--- src/rtl/alu_ctr_pkg.sv ---
// Shared constants for the ALU control sequencer: ctr operation codes,
// main-control alu_op classes and the handshake FSM state encoding.
package alu_ctr_pkg;

   localparam int CTR_BASE_W = 3;

   localparam logic [CTR_BASE_W-1:0] CTR_ADD = 3'd0;
   localparam logic [CTR_BASE_W-1:0] CTR_SUB = 3'd1;
   localparam logic [CTR_BASE_W-1:0] CTR_AND = 3'd2;
   localparam logic [CTR_BASE_W-1:0] CTR_OR  = 3'd3;
   localparam logic [CTR_BASE_W-1:0] CTR_XOR = 3'd4;
   localparam logic [CTR_BASE_W-1:0] CTR_SLT = 3'd5;
   localparam logic [CTR_BASE_W-1:0] CTR_SLL = 3'd6;
   localparam logic [CTR_BASE_W-1:0] CTR_MUL = 3'd7;

   localparam int OP_RTYPE = 0;
   localparam int OP_ADD   = 1;
   localparam int OP_SUB   = 2;
   localparam int OP_AND   = 3;
   localparam int OP_OR    = 4;
   localparam int OP_SLT   = 5;
   localparam int OP_XOR   = 6;
   localparam int OP_ILL   = 7;

   typedef enum logic [1:0] {
      ST_IDLE = 2'd0,
      ST_BUSY = 2'd1,
      ST_HOLD = 2'd2
   } state_t;

endpackage

--- src/rtl/alu_ctr_decode.sv ---
// Combinational decode of alu_op/func into a ctr code plus illegal and
// multi-cycle (MUL) flags. Undecodable requests map to ADD with illegal set.
module alu_ctr_decode
   import alu_ctr_pkg::*;
#(
   parameter int OP_W   = 3,
   parameter int FUNC_W = 5,
   parameter int CTR_W  = 3
) (
   input  logic [OP_W-1:0]   alu_op,
   input  logic [FUNC_W-1:0] func,
   output logic [CTR_W-1:0]  ctr,
   output logic              illegal,
   output logic              is_mul
);

   // Upper func bits only; the low three select the R-type operation.
   logic [FUNC_W-1:0] hi_bits;

   genvar gi;
   generate
      for (gi = 0; gi < FUNC_W; gi++) begin : g_hi
         if (gi < CTR_BASE_W) begin : g_lo
            assign hi_bits[gi] = 1'b0;
         end else begin : g_up
            assign hi_bits[gi] = func[gi];
         end
      end
   endgenerate

   logic [CTR_BASE_W-1:0] code;
   logic                  ill;
   logic                  mul;

   always_comb begin
      code = CTR_ADD;
      ill  = 1'b0;
      mul  = 1'b0;
      case (alu_op)
         OP_W'(OP_RTYPE): begin
            if (|hi_bits) begin
               ill = 1'b1;
            end else begin
               // R-type func numbering coincides with the ctr code numbering
               code = func[CTR_BASE_W-1:0];
               mul  = (func[CTR_BASE_W-1:0] == CTR_MUL);
            end
         end
         OP_W'(OP_ADD): code = CTR_ADD;
         OP_W'(OP_SUB): code = CTR_SUB;
         OP_W'(OP_AND): code = CTR_AND;
         OP_W'(OP_OR):  code = CTR_OR;
         OP_W'(OP_SLT): code = CTR_SLT;
         OP_W'(OP_XOR): code = CTR_XOR;
         default:       ill  = 1'b1;
      endcase
   end

   assign ctr     = CTR_W'(code);
   assign illegal = ill;
   assign is_mul  = mul;

endmodule

--- src/rtl/alu_ctr_seq.sv ---
// Registered ALU control decoder with valid/ready on both sides and a busy
// window for MUL. Optional illegal-request counter under ALU_CTR_STATS_EN.
module alu_ctr_seq
   import alu_ctr_pkg::*;
#(
   parameter int OP_W    = 3,
   parameter int FUNC_W  = 5,
   parameter int CTR_W   = 3,
   parameter int MUL_LAT = 4
) (
   input  logic              clk,
   input  logic              rst_n,
   input  logic              in_valid,
   output logic              in_ready,
   input  logic [OP_W-1:0]   alu_op,
   input  logic [FUNC_W-1:0] func,
   input  logic              flush,
   output logic              out_valid,
   input  logic              out_ready,
   output logic [CTR_W-1:0]  ctr,
   output logic              illegal,
   output logic              multi
`ifdef ALU_CTR_STATS_EN
   ,
   output logic [7:0]        illegal_cnt
`endif
);

   localparam int CNT_W = (MUL_LAT > 2) ? $clog2(MUL_LAT) : 1;

   logic [CTR_W-1:0] dec_ctr;
   logic             dec_illegal;
   logic             dec_is_mul;

   alu_ctr_decode #(
      .OP_W   (OP_W),
      .FUNC_W (FUNC_W),
      .CTR_W  (CTR_W)
   ) u_decode (
      .alu_op  (alu_op),
      .func    (func),
      .ctr     (dec_ctr),
      .illegal (dec_illegal),
      .is_mul  (dec_is_mul)
   );

   state_t           state_reg, state_next;
   logic [CNT_W-1:0] cnt_reg, cnt_next;
   logic [CTR_W-1:0] ctr_reg, ctr_next;
   logic             illegal_reg, illegal_next;
   logic             multi_reg, multi_next;
   logic             accept;
   logic             do_load;

   assign accept = in_valid && in_ready;

   always_comb begin
      state_next   = state_reg;
      cnt_next     = cnt_reg;
      ctr_next     = ctr_reg;
      illegal_next = illegal_reg;
      multi_next   = multi_reg;
      in_ready     = 1'b0;
      do_load      = 1'b0;

      case (state_reg)
         ST_IDLE: begin
            in_ready = !flush;
            do_load  = accept;
         end
         ST_BUSY: begin
            if (cnt_reg == '0) state_next = ST_HOLD;
            else               cnt_next   = cnt_reg - 1'b1;
         end
         ST_HOLD: begin
            in_ready = out_ready && !flush;
            if (out_ready) begin
               do_load = accept;
               if (!accept) state_next = ST_IDLE;
            end
         end
         default: state_next = ST_IDLE;
      endcase

      if (do_load) begin
         ctr_next     = dec_ctr;
         illegal_next = dec_illegal;
         multi_next   = dec_is_mul;
         if (dec_is_mul) begin
            state_next = ST_BUSY;
            cnt_next   = CNT_W'(MUL_LAT - 2);
         end else begin
            state_next = ST_HOLD;
         end
      end

      // in_ready is already low here, so no load can coincide with a flush
      if (flush) begin
         state_next = ST_IDLE;
         cnt_next   = '0;
      end
   end

   always_ff @(posedge clk) begin
      if (!rst_n) begin
         state_reg   <= ST_IDLE;
         cnt_reg     <= '0;
         ctr_reg     <= '0;
         illegal_reg <= 1'b0;
         multi_reg   <= 1'b0;
      end else begin
         state_reg   <= state_next;
         cnt_reg     <= cnt_next;
         ctr_reg     <= ctr_next;
         illegal_reg <= illegal_next;
         multi_reg   <= multi_next;
      end
   end

   assign out_valid = (state_reg == ST_HOLD);
   assign ctr       = ctr_reg;
   assign illegal   = illegal_reg;
   assign multi     = multi_reg;

`ifdef ALU_CTR_STATS_EN
   logic [7:0] illegal_cnt_reg, illegal_cnt_next;

   always_comb begin
      illegal_cnt_next = illegal_cnt_reg;
      if (accept && dec_illegal && (illegal_cnt_reg != 8'hFF))
         illegal_cnt_next = illegal_cnt_reg + 8'd1;
   end

   always_ff @(posedge clk) begin
      if (!rst_n) illegal_cnt_reg <= 8'd0;
      else        illegal_cnt_reg <= illegal_cnt_next;
   end

   assign illegal_cnt = illegal_cnt_reg;
`endif

endmodule

--- config.mk ---
export PLATFORM = sky130hd
export DESIGN_NAME = alu_ctr_seq
export DESIGN_NICKNAME = d
export VERILOG_FILES = /design/src/rtl/alu_ctr_pkg.sv /design/src/rtl/alu_ctr_decode.sv /design/src/rtl/alu_ctr_seq.sv
export SDC_FILE = /design/constraint.sdc
export NUM_CORES = 1
export LEC_CHECK = 0
export CAP_MARGIN = 20
export CORE_MARGIN = 3
export CORE_UTILIZATION = 35
export DETAILED_ROUTE_END_ITERATION = 12
export HOLD_SLACK_MARGIN = 0.03
export PLACE_DENSITY = 0.65
export RECOVER_POWER = 100
export SETUP_SLACK_MARGIN = 0.1
export SLEW_MARGIN = 0
export SYNTH_ARGS = -nofsm -noshare
export SYNTH_HDL_FRONTEND = slang
export SYNTH_SLANG_ARGS = --single-unit
--- constraint.sdc ---
create_clock -name clk -period 3.1 [get_ports clk]
set_clock_uncertainty 0.2 [all_clocks]
set_input_delay 0.62 -clock clk [delete_from_list [all_inputs] [get_ports clk]]
set_output_delay 0.62 -clock clk [all_outputs]
set_load 0.01 [all_outputs]
run_1/logic_types.png
Drawn at 12 px/um.
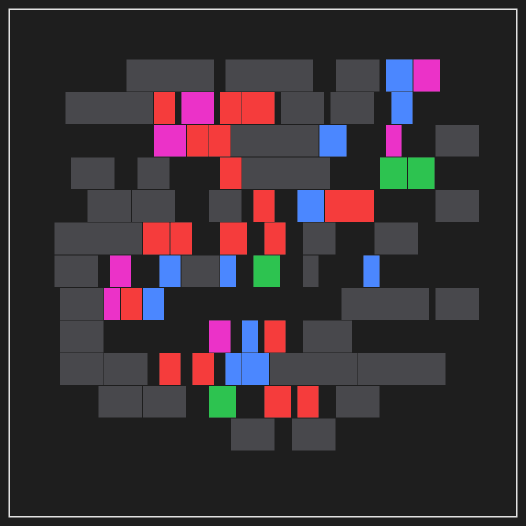
red -> aoi and oai cells  # cells 18
blue -> nand cells  # cells 11
magenta -> nor cells  # cells 7
green -> and/or cells  # cells 4

run_1/io_fan.png
Drawn at 12 px/um.
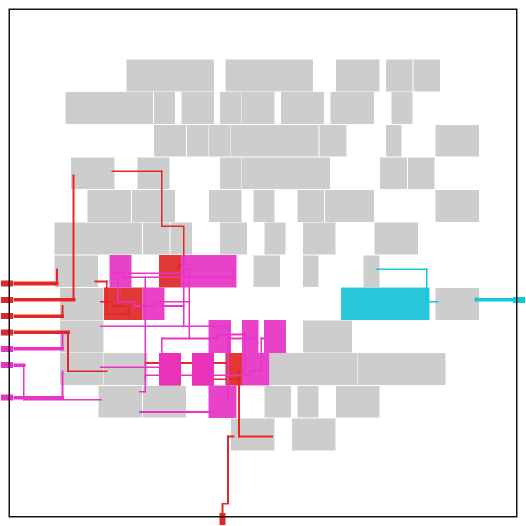
cyan -> multi  # bits 1, direction output, edge right, end cells 1, buffers 1, wire 10.9 um
red -> func  # bits 5, direction input, edge 4 left, 1 bottom, end cells 6, buffers 5, wire 85.2 um
magenta -> alu_op  # bits 3, direction input, edge left, end cells 11, buffers 3, wire 126 um

==> job_summary.md, run 1 <==
### Yosys + OpenROAD results

| Metric | Value |
|---|---|
| Average wire length per cell after detail routing | 11.5 um |
| Total CTS buffers | 3 |
| Total negative setup slack | 0 ns |
| CTS max path bufs | 2 |
| Arrival time at the worst endpoint | 1.93 ns |
| Sinks on the clock net | 9 |
| Clock tree from TritonCTS | done |
| Highest achievable clock rate | 364 MHz |
| HP Start | multi |
| Number of endpoints failing setup at the final stage | 0 |
| First-pass GRT wire length | 1.71 mm |
| Post-route insts no fill | 89 |
| Critical-path cell with the highest stage delay | sky130_fd_sc_hd__dlygate4sd3_1 |
| Hold Violations, Final | 0 |
| Yosys chip area | 458 um^2 |
| Boundary Pins | 20 |
| Initial antenna violation count | 0 |
| Fraction of final layout cells with drive strength greater than 1 | 0.0667 |
| Leading cell types in the layout, fill and taps excluded | sky130_fd_sc_hd__clkdlybuf4s50_1 (11), sky130_fd_sc_hd__dfxtp_1 (9), sky130_fd_sc_hd__dlygate4sd3_1 (8) |
| Cell count after synthesis | 54 |
| Die area | 1780 um^2 |
| Routed wire length | 1.02 mm |
| GR Layer Usage met2 | 0.167 |
| RD Place Congestion | 0.698 |
| Post-Synthesis Mean Instance Area | 8.48 um^2 |
| Root Buffer Master | sky130_fd_sc_hd__clkbuf_4 |
| Critical path required time | 2.28 ns |
| Fin crit period | 2.75 ns |
| First element of the critical path | out_ready |
| Sort of element at the start of the critical path | input port |
| Via count of the first global-routing pass | 420 |
| Nature of the critical path endpoint | output pin |
| Height of the die | 42.2 um |
| Ordered cell list for the critical path | dlygate4sd3_1, nand2b_1, and2_1, clkdlybuf4s50_1 |
| Tot GR Track Use | 0.122 |
| Hold Path Class | reg -> reg |
| Number of nets at floorplan | 67 |
| Total area of sequential cells | 180 um^2 |
| Maximum fanout along the worst path | 4 |
| Count of buffers from port buffering | 19 |
| Leak pwr | 0.256 nW |
| Worst path max stage delay | 0.52 ns |
| Highest ir drop seen on vdd | 219 uV |
| Hold-fix buffer count after cts | 0 |
| Met3 demand-to-capacity share in global routing | 0.0558 |
| Max-slew headroom at the worst pin | 0.825 |
| CTS clk-pin slew, worst paths | 0.06 ns |
| Residual overflow from global routing | 0 |
| Insertion delay of the later-clocked pin in the worst-skew pair | 0.25 ns |
| Number of vias per cell after detailed routing | 5.08 |
| Synthesized registers | 9 |
| Area growth from synthesis to layout | 45.4% |
| Pre-antenna DRT Iters | 4 |
| Core Util at FP | 0.391 |
| Most common cell after layout, fill and taps aside | sky130_fd_sc_hd__clkdlybuf4s50_1 |
| Cell count after placement | 85 |
| PwrDens | 384 nW/um^2 |
| Hpwl dp | 812 um |
| Gates resized, CTS repair | 0 |
| Number of standard-cell rows in the floorplan | 12 |
| Diodes inserted | 0 |
| Maximum Capacitance Violations | 0 |
| Number of fill cells in the layout | 115 |
| Measured slew at the worst slew-check pin | 0.262 ns |
| Final design utilization | 0.568 |
| Max reg flops | 3 |
| Number of DRC violations after detailed-routing iteration 0 | 6 |
| Cell type group with the largest total delay on the critical path | buffers and inverters |
| Post-synthesis cell type with the largest combined area | sky130_fd_sc_hd__dfxtp_1 |
| Post-synthesis cell count from yosys | 54 |
| OpenROAD warnings | 26 |
| Via count | 452 |
| Mapped cell area | 458 um^2 |
| Max-slew violation count | 0 |
| Yosys warning tally | 0 |
| Cell types occupying the most area after synthesis | sky130_fd_sc_hd__dfxtp_1 (39%), sky130_fd_sc_hd__o21ai_0 (7.7%), sky130_fd_sc_hd__a21oi_1 (6.6%) |
| Buf+Inv Stages, Crit Path | 2 |
| R2R Path Start | state_reg[0] |
| Status | finished clean |
| Post-layout period usage of the worst path | 0.887 |
| DRC viols | 0 |
| Width of the die | 42.2 um |
| Met1 GRT Util | 0.168 |
| Synth unique cells | 23 |
| Crit Path Class | in -> out |
| Seq/Total Area, Yosys | 0.393 |
| Floorplan core area | 1170 um^2 |
| Htree depth | 1 |
| Synth top area share | 0.393 |
| Setup repair after global routing missed its margin | no |
| DRT antenna net count | 0 |
| Net count reported at finish | 89 |
| Largest net degree at the start of global routing | 10 |
| Most utilized layer in the global route result | met1 |
| MI comb area | 251 um^2 |
| Number of post-CTS setup repair buffers | 0 |
run_1/layer_met2.png
Drawn at 6 px/um.
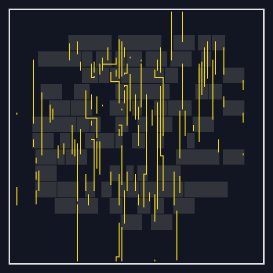
nets with wire on the layer = 74
longest straight run = 17.7 um
share of all routed wire = 41%
wire length on this layer = 416 um

==> run 1: where the power goes <==
group | internal [mW] | switching [mW] | total, mW
Combinational | 0.0266 | 0.0187 | 0.0453
Sequential | 0.120 | 0.00181 | 0.121
Clock | 0.0495 | 0.0396 | 0.0892
Total | 0.196 | 0.0601 | 0.256
==> run 1: synth_stat cells, drive strengths merged <==
cell and number:
nor2b 1, nand2b 4, buf 1, a31oi 3
o21ai 7, a21oi 6, nand2 4, a21boi 1
o221a 1, clkbuf 1, o21bai 1, or3 2
and3 1, o32a 1, nor3 2, nand3 3
dfxtp 9, and2 1, nor2 2, nor3b 2
xor2 1
==> run 1: tightest hold or removal path, delay by kind of cell (launching register included) <==
kind	cells	cell delay [ns]
compound gates	1	0.05
simple gates	1	0.07
flops	1	0.31
==> run 1: metrics by stage <==
stage          hold WS [ns]  total power, mW  area [um^2]  worst slack, ns
2_1_floorplan         0.275            0.143          458             1.29
3_3_place_gp          0.256            0.172          649            0.418
3_5_place_dp          0.261            0.172          649            0.411
4_1_cts               0.280            0.262          676            0.411
5_1_grt               0.298            0.271          666            0.290
6_report              0.269            0.256          666            0.349
==> run 1: cell type report <==
cell class                 count  share of cell area
sequential                     9               0.271
timing repair buffer          19               0.286
clock buffer                   4              0.0395
tap                           14              0.0263
multi-input combinational     43               0.378
==> run 1: cell families (layout without fill, tap and decap cells) <==
logic type | Yosys count | count (layout) | synth area share
buffers and inverters | 2 | 23 | 0.0355
DFF | 9 | 9 | 0.393
xor gates and xnor gates | 1 | 1 | 0.0191
AOI/OAI and AO/OA | 20 | 20 | 0.270
and+or+nand+nor | 22 | 22 | 0.281
==> run 1: routing by layer <==
metal | up-vias | share of wire
li1 | 240 | -
met1 | 190 | 0.51
met5 | - | 0
met4 | 0 | 0.0078
met2 | 20 | 0.41
met3 | 2 | 0.075
==> run 1: path summary, 6_finish.rpt <==
check / slack [ns] / cells after the start / to
max reg2reg: 1.54 / 4 / cnt_reg[0]
min: 0.27 / 2 / multi
max: 0.35 / 4 / in_ready
min reg2reg: 0.27 / 2 / multi
run_1/flops_by_reg.png
Drawn at 12 px/um.
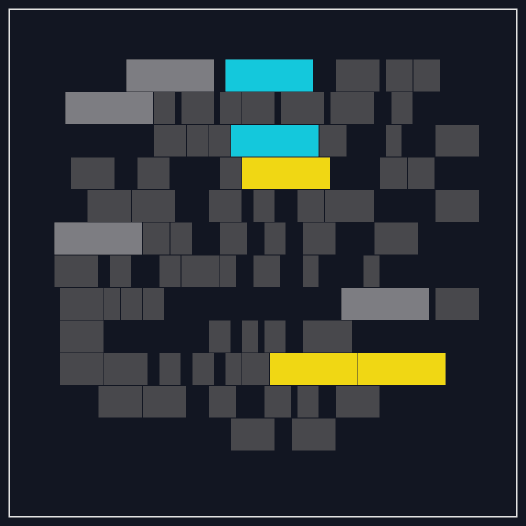

## Run 2: what changed since run 1
--- a/config.mk
+++ b/config.mk
@@ -11,7 +11,7 @@
 export DETAILED_ROUTE_END_ITERATION = 12
 export HOLD_SLACK_MARGIN = 0.03
 export PLACE_DENSITY = 0.65
-export RECOVER_POWER = 100
+export RECOVER_POWER = 50
 export SETUP_SLACK_MARGIN = 0.1
 export SLEW_MARGIN = 0
 export SYNTH_ARGS = -nofsm -noshare
run_2/flops_by_reg.png
Drawn at 12 px/um.
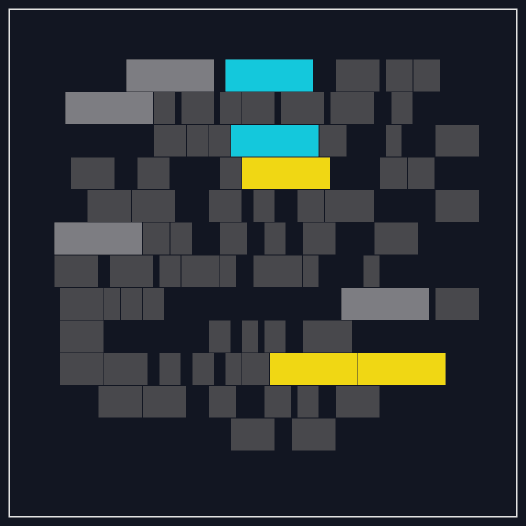
yellow -> ctr  # sequential cells 3
cyan -> state_reg  # sequential cells 2
not coloured = 4

run_2/congestion.png
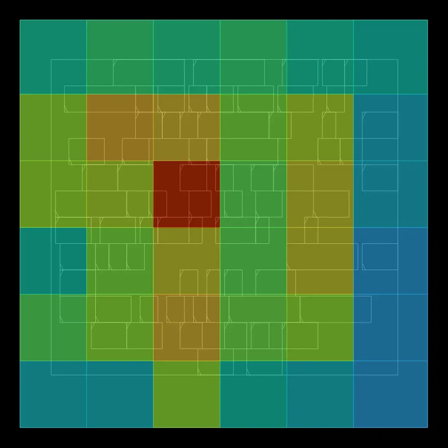
most utilized layer in the global route result: met1
met1 GRT Util: 0.168
average wire length per cell after detail routing: 11.5 um

==> run 2 against run 1 <==
Synthesized area is the same. Via count down 0.44%. Critical path type unchanged. Non-clock buffer count unchanged. Largest cell class unchanged. Routed wire length shrank 0.20%. Highest routed layer unchanged.
==> job_summary.md, run 2 <==
### Yosys + OpenROAD results

| Metric | Value |
|---|---|
| Status | finished clean |
| Number of post-CTS setup repair buffers | 0 (unchanged) |
| OpenROAD warnings | 26 (unchanged) |
| Yosys warning tally | 0 (unchanged) |
| Logic pwr share | 0.181 (+0.004) |
| Via count of the first global-routing pass | 420 (unchanged) |
| CTS clk-pin slew, worst paths | 0.06 ns (about the same) |
| Post-synthesis cell type with the largest combined area | sky130_fd_sc_hd__dfxtp_1 |
| Routed wire length | 1.02 mm (-0.20%) |
| Hpwl dp | 812 um (unchanged) |
| Clock power share | 0.346 (-0.002) |
| Number of fill cells in the layout | 113 (-1.7%) |
| Count of buffers from port buffering | 19 (unchanged) |
| Mapped cell area | 458 um^2 (unchanged) |
| PwrDens | 380 nW/um^2 (-1.0%) |
| DRC viols | 0 (unchanged) |
| Gates resized, CTS repair | 0 (unchanged) |
| Arrival time at the worst endpoint | 1.93 ns (about the same) |
| Flip-flop cell with the highest count after synthesis | sky130_fd_sc_hd__dfxtp_1 |
| Number of vias per cell after detailed routing | 5.06 (-0.44%) |
| Leading cell types in the layout, fill and taps excluded | sky130_fd_sc_hd__clkdlybuf4s50_1 (14), sky130_fd_sc_hd__dfxtp_1 (9), sky130_fd_sc_hd__o21ai_0 (7) |
| Cell types occupying the most area after synthesis | sky130_fd_sc_hd__dfxtp_1 (39%), sky130_fd_sc_hd__o21ai_0 (7.7%), sky130_fd_sc_hd__a21oi_1 (6.6%) |
| Htree depth | 1 (unchanged) |
| Critical path required time | 2.28 ns (about the same) |
| NetSw | 0.0604 mW (+0.51%) |
| Hold-fix buffer count after cts | 0 (unchanged) |
| Fin crit period | 2.75 ns (+0.000120 ns) |
| Die area | 1780 um^2 (unchanged) |
| Cell count after synthesis | 54 (unchanged) |
| Count of flip-flops with a built-in enable after synthesis | 0 (unchanged) |
| Cell count after placement | 85 (unchanged) |
| Initial antenna violation count | 0 (unchanged) |
| List of most frequent post-synthesis cells | sky130_fd_sc_hd__dfxtp_1 (9), sky130_fd_sc_hd__o21ai_0 (7), sky130_fd_sc_hd__a21oi_1 (6) |
| Yosys chip area | 458 um^2 (unchanged) |
| Height of the die | 42.2 um (unchanged) |
| Count leader, synth | sky130_fd_sc_hd__dfxtp_1 |
| Insertion delay of the later-clocked pin in the worst-skew pair | 0.25 ns (about the same) |
| Measured slew at the worst slew-check pin | 0.265 ns (+0.00302 ns) |
| Sort of element at the start of the critical path | input port |
| Highest achievable clock rate | 364 MHz (about the same) |
| Sequential power share | 0.472 (-0.002) |
| Total area of sequential cells | 180 um^2 (unchanged) |
| Internal power component | 0.197 mW (+0.44%) |
| Highest ir drop seen on vdd | 219 uV (about the same) |
| Fraction of final layout cells with drive strength greater than 1 | 0.0933 (+0.0267) |
| Switching portion of total power | 0.235 (about the same) |
| Worst slack at placement | 0.411 ns (unchanged) |
| MI comb area | 262 um^2 (+4.0%) |
| Post-synthesis cell count from yosys | 54 (unchanged) |
| Max-slew violation count | 0 (unchanged) |
| Width of the die | 42.2 um (unchanged) |
| Floorplan core area | 1170 um^2 (unchanged) |
| Synth top area share | 0.393 (unchanged) |
| Number of nets at floorplan | 67 (unchanged) |
| Synth unique cells | 23 (unchanged) |
| Nature of the critical path endpoint | output pin |
| Post-Synthesis Mean Instance Area | 8.48 um^2 (unchanged) |
| Largest net degree at the start of global routing | 10 (unchanged) |
| Seq/Total Area, Yosys | 0.393 (unchanged) |
| RD Place Congestion | 0.698 (unchanged) |
run 2: cell families after synthesis:
logic type	share of synthesized area
buffers and inverters	0.0355
AOI/OAI and AO/OA	0.270
DFF	0.393
xor gates and xnor gates	0.0191
and+or+nand+nor	0.281
run 2: layout make-up:
| type | count | area share |
|---|---|---|
| multi-input combinational | 43 | 0.387 |
| tap | 14 | 0.0259 |
| sequential | 9 | 0.267 |
| timing repair buffer | 19 | 0.281 |
| clock buffer | 4 | 0.0389 |
run 2: final timing paths:
path                                   start         end  cells after the start
worst min register to register         multi       multi                      2
worst max register to register  state_reg[0]  cnt_reg[0]                      4
worst max-delay path               out_ready    in_ready                      4
worst min-delay path                   multi       multi                      2
run 2: power groups by stage:
stage          combinational [mW]  clock (mW)  sequential (mW)
2_1_floorplan              0.0179           0            0.126
4_1_cts                    0.0484      0.0920            0.122
3_3_place_gp               0.0480           0            0.124
5_1_grt                    0.0507       0.100            0.122
3_5_place_dp               0.0482           0            0.124
6_report                   0.0466      0.0890            0.121
run 2: per-layer routing:
layer / vias to the layer above / share of wire / global-route usage
met5: - / 0 / 0
met4: 0 / 0.0078 / 0.0373
met3: 2 / 0.072 / 0.0558
met2: 16 / 0.41 / 0.167
met1: 191 / 0.51 / 0.168
li1: 241 / - / -
run 2: worst max-delay path, cell delays in order:
cell and delay [ns]:
sky130_fd_sc_hd__dlygate4sd3_1 0.52, sky130_fd_sc_hd__nand2b_1 0.18, sky130_fd_sc_hd__and2_1 0.15, sky130_fd_sc_hd__clkdlybuf4s50_1 0.47
run 2: through the flow:
step	instance area [um^2]	utilization	total power [mW]	hold slack (ns)
finish	676	0.577	0.257	0.269
detailed placement	649	0.554	0.172	0.261
CTS	676	0.577	0.262	0.280
global route	676	0.577	0.273	0.298
global placement	649	0.554	0.172	0.256
floorplan	458	-	0.143	0.275
## Run 3: what changed since run 2
--- a/config.mk
+++ b/config.mk
@@ -8,6 +8,7 @@
 export CAP_MARGIN = 20
 export CORE_MARGIN = 3
 export CORE_UTILIZATION = 35
+export CTS_CLUSTER_DIAMETER = 30
 export DETAILED_ROUTE_END_ITERATION = 12
 export HOLD_SLACK_MARGIN = 0.03
 export PLACE_DENSITY = 0.65
run_3/logic_types.png
Drawn at 12 px/um.
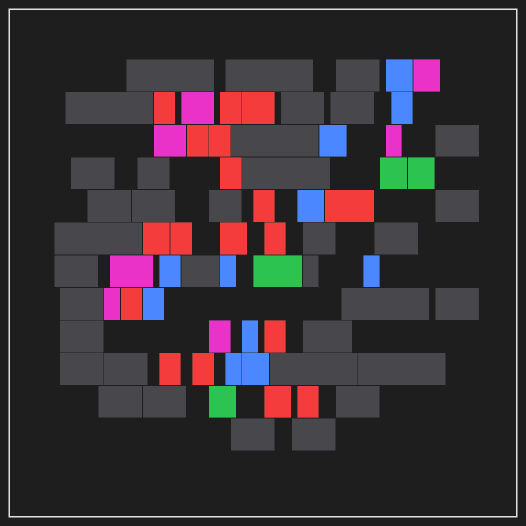
green -> and/or cells  # cells 4
magenta -> nor cells  # cells 7
blue -> nand cells  # cells 11
red -> aoi and oai cells  # cells 18

==> run 3 against run 2 <==
Worst setup slack stayed put. Clock power about the same. Global-route usage is the same. Die size stayed put. Sequential power about the same. Register-to-register slack hardly changed. Synthesized area did not move. Critical path type unchanged.
==> job_summary.md, run 3 <==
### Yosys + OpenROAD results

| Metric | Value |
|---|---|
| Post-Synthesis Mean Instance Area | 8.48 um^2 (unchanged) |
| Width of the die | 42.2 um (unchanged) |
| Initial antenna violation count | 0 (unchanged) |
| Highest achievable clock rate | 364 MHz (unchanged) |
| Fraction of final layout cells with drive strength greater than 1 | 0.0933 (unchanged) |
| Post-synthesis cell type with the largest combined area | sky130_fd_sc_hd__dfxtp_1 |
| Die area | 1780 um^2 (unchanged) |
| Post-route insts no fill | 89 |
| Area growth from synthesis to layout | 47.5% |
| DRT antenna net count | 0 |
| Via count | 450 |
| Hpwl dp | 812 um (unchanged) |
| Number of standard-cell rows in the floorplan | 12 |
| Status | finished clean |
| Highest ir drop seen on vdd | 219 uV (unchanged) |
| OpenROAD warnings | 26 (unchanged) |
| Cell count after placement | 85 (unchanged) |
| Count of flip-flops with a built-in enable after synthesis | 0 (unchanged) |
| Routed wire length | 1.02 mm (unchanged) |
| Number of post-CTS setup repair buffers | 0 (unchanged) |
| Yosys warning tally | 0 (unchanged) |
| Insertion delay of the later-clocked pin in the worst-skew pair | 0.25 ns (about the same) |
| Diodes inserted | 0 |
| PwrDens | 380 nW/um^2 (unchanged) |
| Number of nets at floorplan | 67 (unchanged) |
| Synth top area share | 0.393 (unchanged) |
| Post-synthesis cell count from yosys | 54 (unchanged) |
| Max reg flops | 3 |
| List of most frequent post-synthesis cells | sky130_fd_sc_hd__dfxtp_1 (9), sky130_fd_sc_hd__o21ai_0 (7), sky130_fd_sc_hd__a21oi_1 (6) |
| Measured slew at the worst slew-check pin | 0.265 ns (unchanged) |
| Worst hold margin | 0.269 ns (unchanged) |
| Max-slew violation count | 0 (unchanged) |
| Mapped cell area | 458 um^2 (unchanged) |
| Floorplan core area | 1170 um^2 (unchanged) |
| Hold-fix buffer count after cts | 0 (unchanged) |
| Number of vias per cell after detailed routing | 5.06 (unchanged) |
| Number of fill cells in the layout | 113 (unchanged) |
| Tot GR Track Use | 0.122 |
| Average wire length per cell after detail routing | 11.5 um (unchanged) |
| Cell types occupying the most area after synthesis | sky130_fd_sc_hd__dfxtp_1 (39%), sky130_fd_sc_hd__o21ai_0 (7.7%), sky130_fd_sc_hd__a21oi_1 (6.6%) |
| Gates resized, CTS repair | 0 (unchanged) |
| Flip-flop cell with the highest count after synthesis | sky130_fd_sc_hd__dfxtp_1 |
| Max-slew headroom at the worst pin | 0.823 |
| Htree depth | 1 (unchanged) |
| Most common cell after layout, fill and taps aside | sky130_fd_sc_hd__clkdlybuf4s50_1 |
| Worst slack at placement | 0.411 ns (unchanged) |
| Critical path required time | 2.28 ns (about the same) |
| Cell count after synthesis | 54 (unchanged) |
| Number of DRC violations after detailed-routing iteration 0 | 8 |
| Count leader, synth | sky130_fd_sc_hd__dfxtp_1 |
| Height of the die | 42.2 um (unchanged) |
| Synthesized registers | 9 |
| Overall power of the completed layout | 0.257 mW (unchanged) |
| Largest net degree at the start of global routing | 10 (unchanged) |
| Pre-antenna DRT Iters | 4 |
| Worst reg2reg setup slack | 1.59 ns |
| Core Util at FP | 0.391 |
| Nature of the critical path endpoint | output pin |
| DRC viols | 0 (unchanged) |
| Synth unique cells | 23 (unchanged) |
| Leading cell types in the layout, fill and taps excluded | sky130_fd_sc_hd__clkdlybuf4s50_1 (14), sky130_fd_sc_hd__dfxtp_1 (9), sky130_fd_sc_hd__o21ai_0 (7) |
| Count of buffers from port buffering | 19 (unchanged) |
| CTS clk-pin slew, worst paths | 0.06 ns (about the same) |
| Total negative setup slack | 0 ns |
| Fin crit period | 2.75 ns (unchanged) |
| Via count of the first global-routing pass | 420 (unchanged) |
| Crit Path Class | in -> out |
| Sort of element at the start of the critical path | input port |
| Seq/Total Area, Yosys | 0.393 (unchanged) |
| Arrival time at the worst endpoint | 1.93 ns (about the same) |
| RD Place Congestion | 0.698 (unchanged) |
| Post-layout period usage of the worst path | 0.887 |
| Yosys chip area | 458 um^2 (unchanged) |
run_3/io_fan.png
Drawn at 12 px/um.
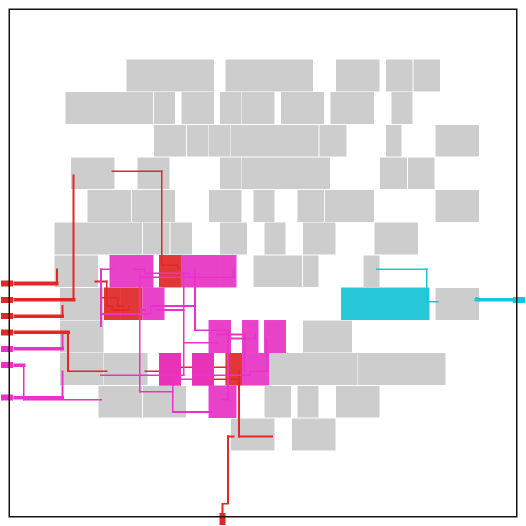
cyan -> multi  # bits 1, direction output, edge right, end cells 1, buffers 1, wire 10.9 um
magenta -> alu_op  # bits 3, direction input, edge left, end cells 11, buffers 3, wire 122 um
red -> func  # bits 5, direction input, edge 4 left, 1 bottom, end cells 6, buffers 5, wire 83.2 um

[run 3: cell counts after synthesis]
No cell type changed its count.
[run 3: per-layer routing]
layer	up-vias	track usage	part of all wire
li1	241	-	-
met1	191	0.168	0.51
met2	16	0.167	0.41
met3	2	0.0558	0.072
met4	0	0.0373	0.0078
met5	-	0	0
[run 3: worst paths after layout]
kind                     start    endpoint  cells after the start
setup reg to reg  state_reg[0]  cnt_reg[0]                      4
hold reg to reg          multi       multi                      2
setup / recovery     out_ready    in_ready                      4
hold / removal           multi       multi                      2
[run 3: cell type report]
| cell class | instances | area (um^2) | area share |
|---|---|---|---|
| tap | 14 | 17.5 | 0.0259 |
| timing repair buffer | 19 | 190 | 0.281 |
| sequential | 9 | 180 | 0.267 |
| clock buffer | 4 | 26.3 | 0.0389 |
| multi-input combinational | 43 | 262 | 0.387 |
[run 3: stage by stage]
step | area (um^2) | utilization
after global placement | 649 | 0.554
after CTS | 676 | 0.577
after floorplan | 458 | -
after global routing | 676 | 0.577
final | 676 | 0.577
after detailed placement | 649 | 0.554
[run 3: critical path: stages]
cell and delay (ns):
sky130_fd_sc_hd__dlygate4sd3_1 0.52, sky130_fd_sc_hd__nand2b_1 0.18, sky130_fd_sc_hd__and2_1 0.15, sky130_fd_sc_hd__clkdlybuf4s50_1 0.47
[run 3: kinds of logic after synthesis]
group / share of synthesized area
DFF: 0.393
and+or+nand+nor: 0.281
AOI/OAI and AO/OA: 0.270
buffers and inverters: 0.0355
xor gates and xnor gates: 0.0191
[run 3: power breakdown]
| part | total (mW) | switching [mW] | internal, mW |
|---|---|---|---|
| Combinational | 0.0466 | 0.0191 | 0.0275 |
| Clock | 0.0890 | 0.0395 | 0.0495 |
| Sequential | 0.121 | 0.00185 | 0.120 |
| Total | 0.257 | 0.0604 | 0.197 |
Power and IR drop assume default switching activity.
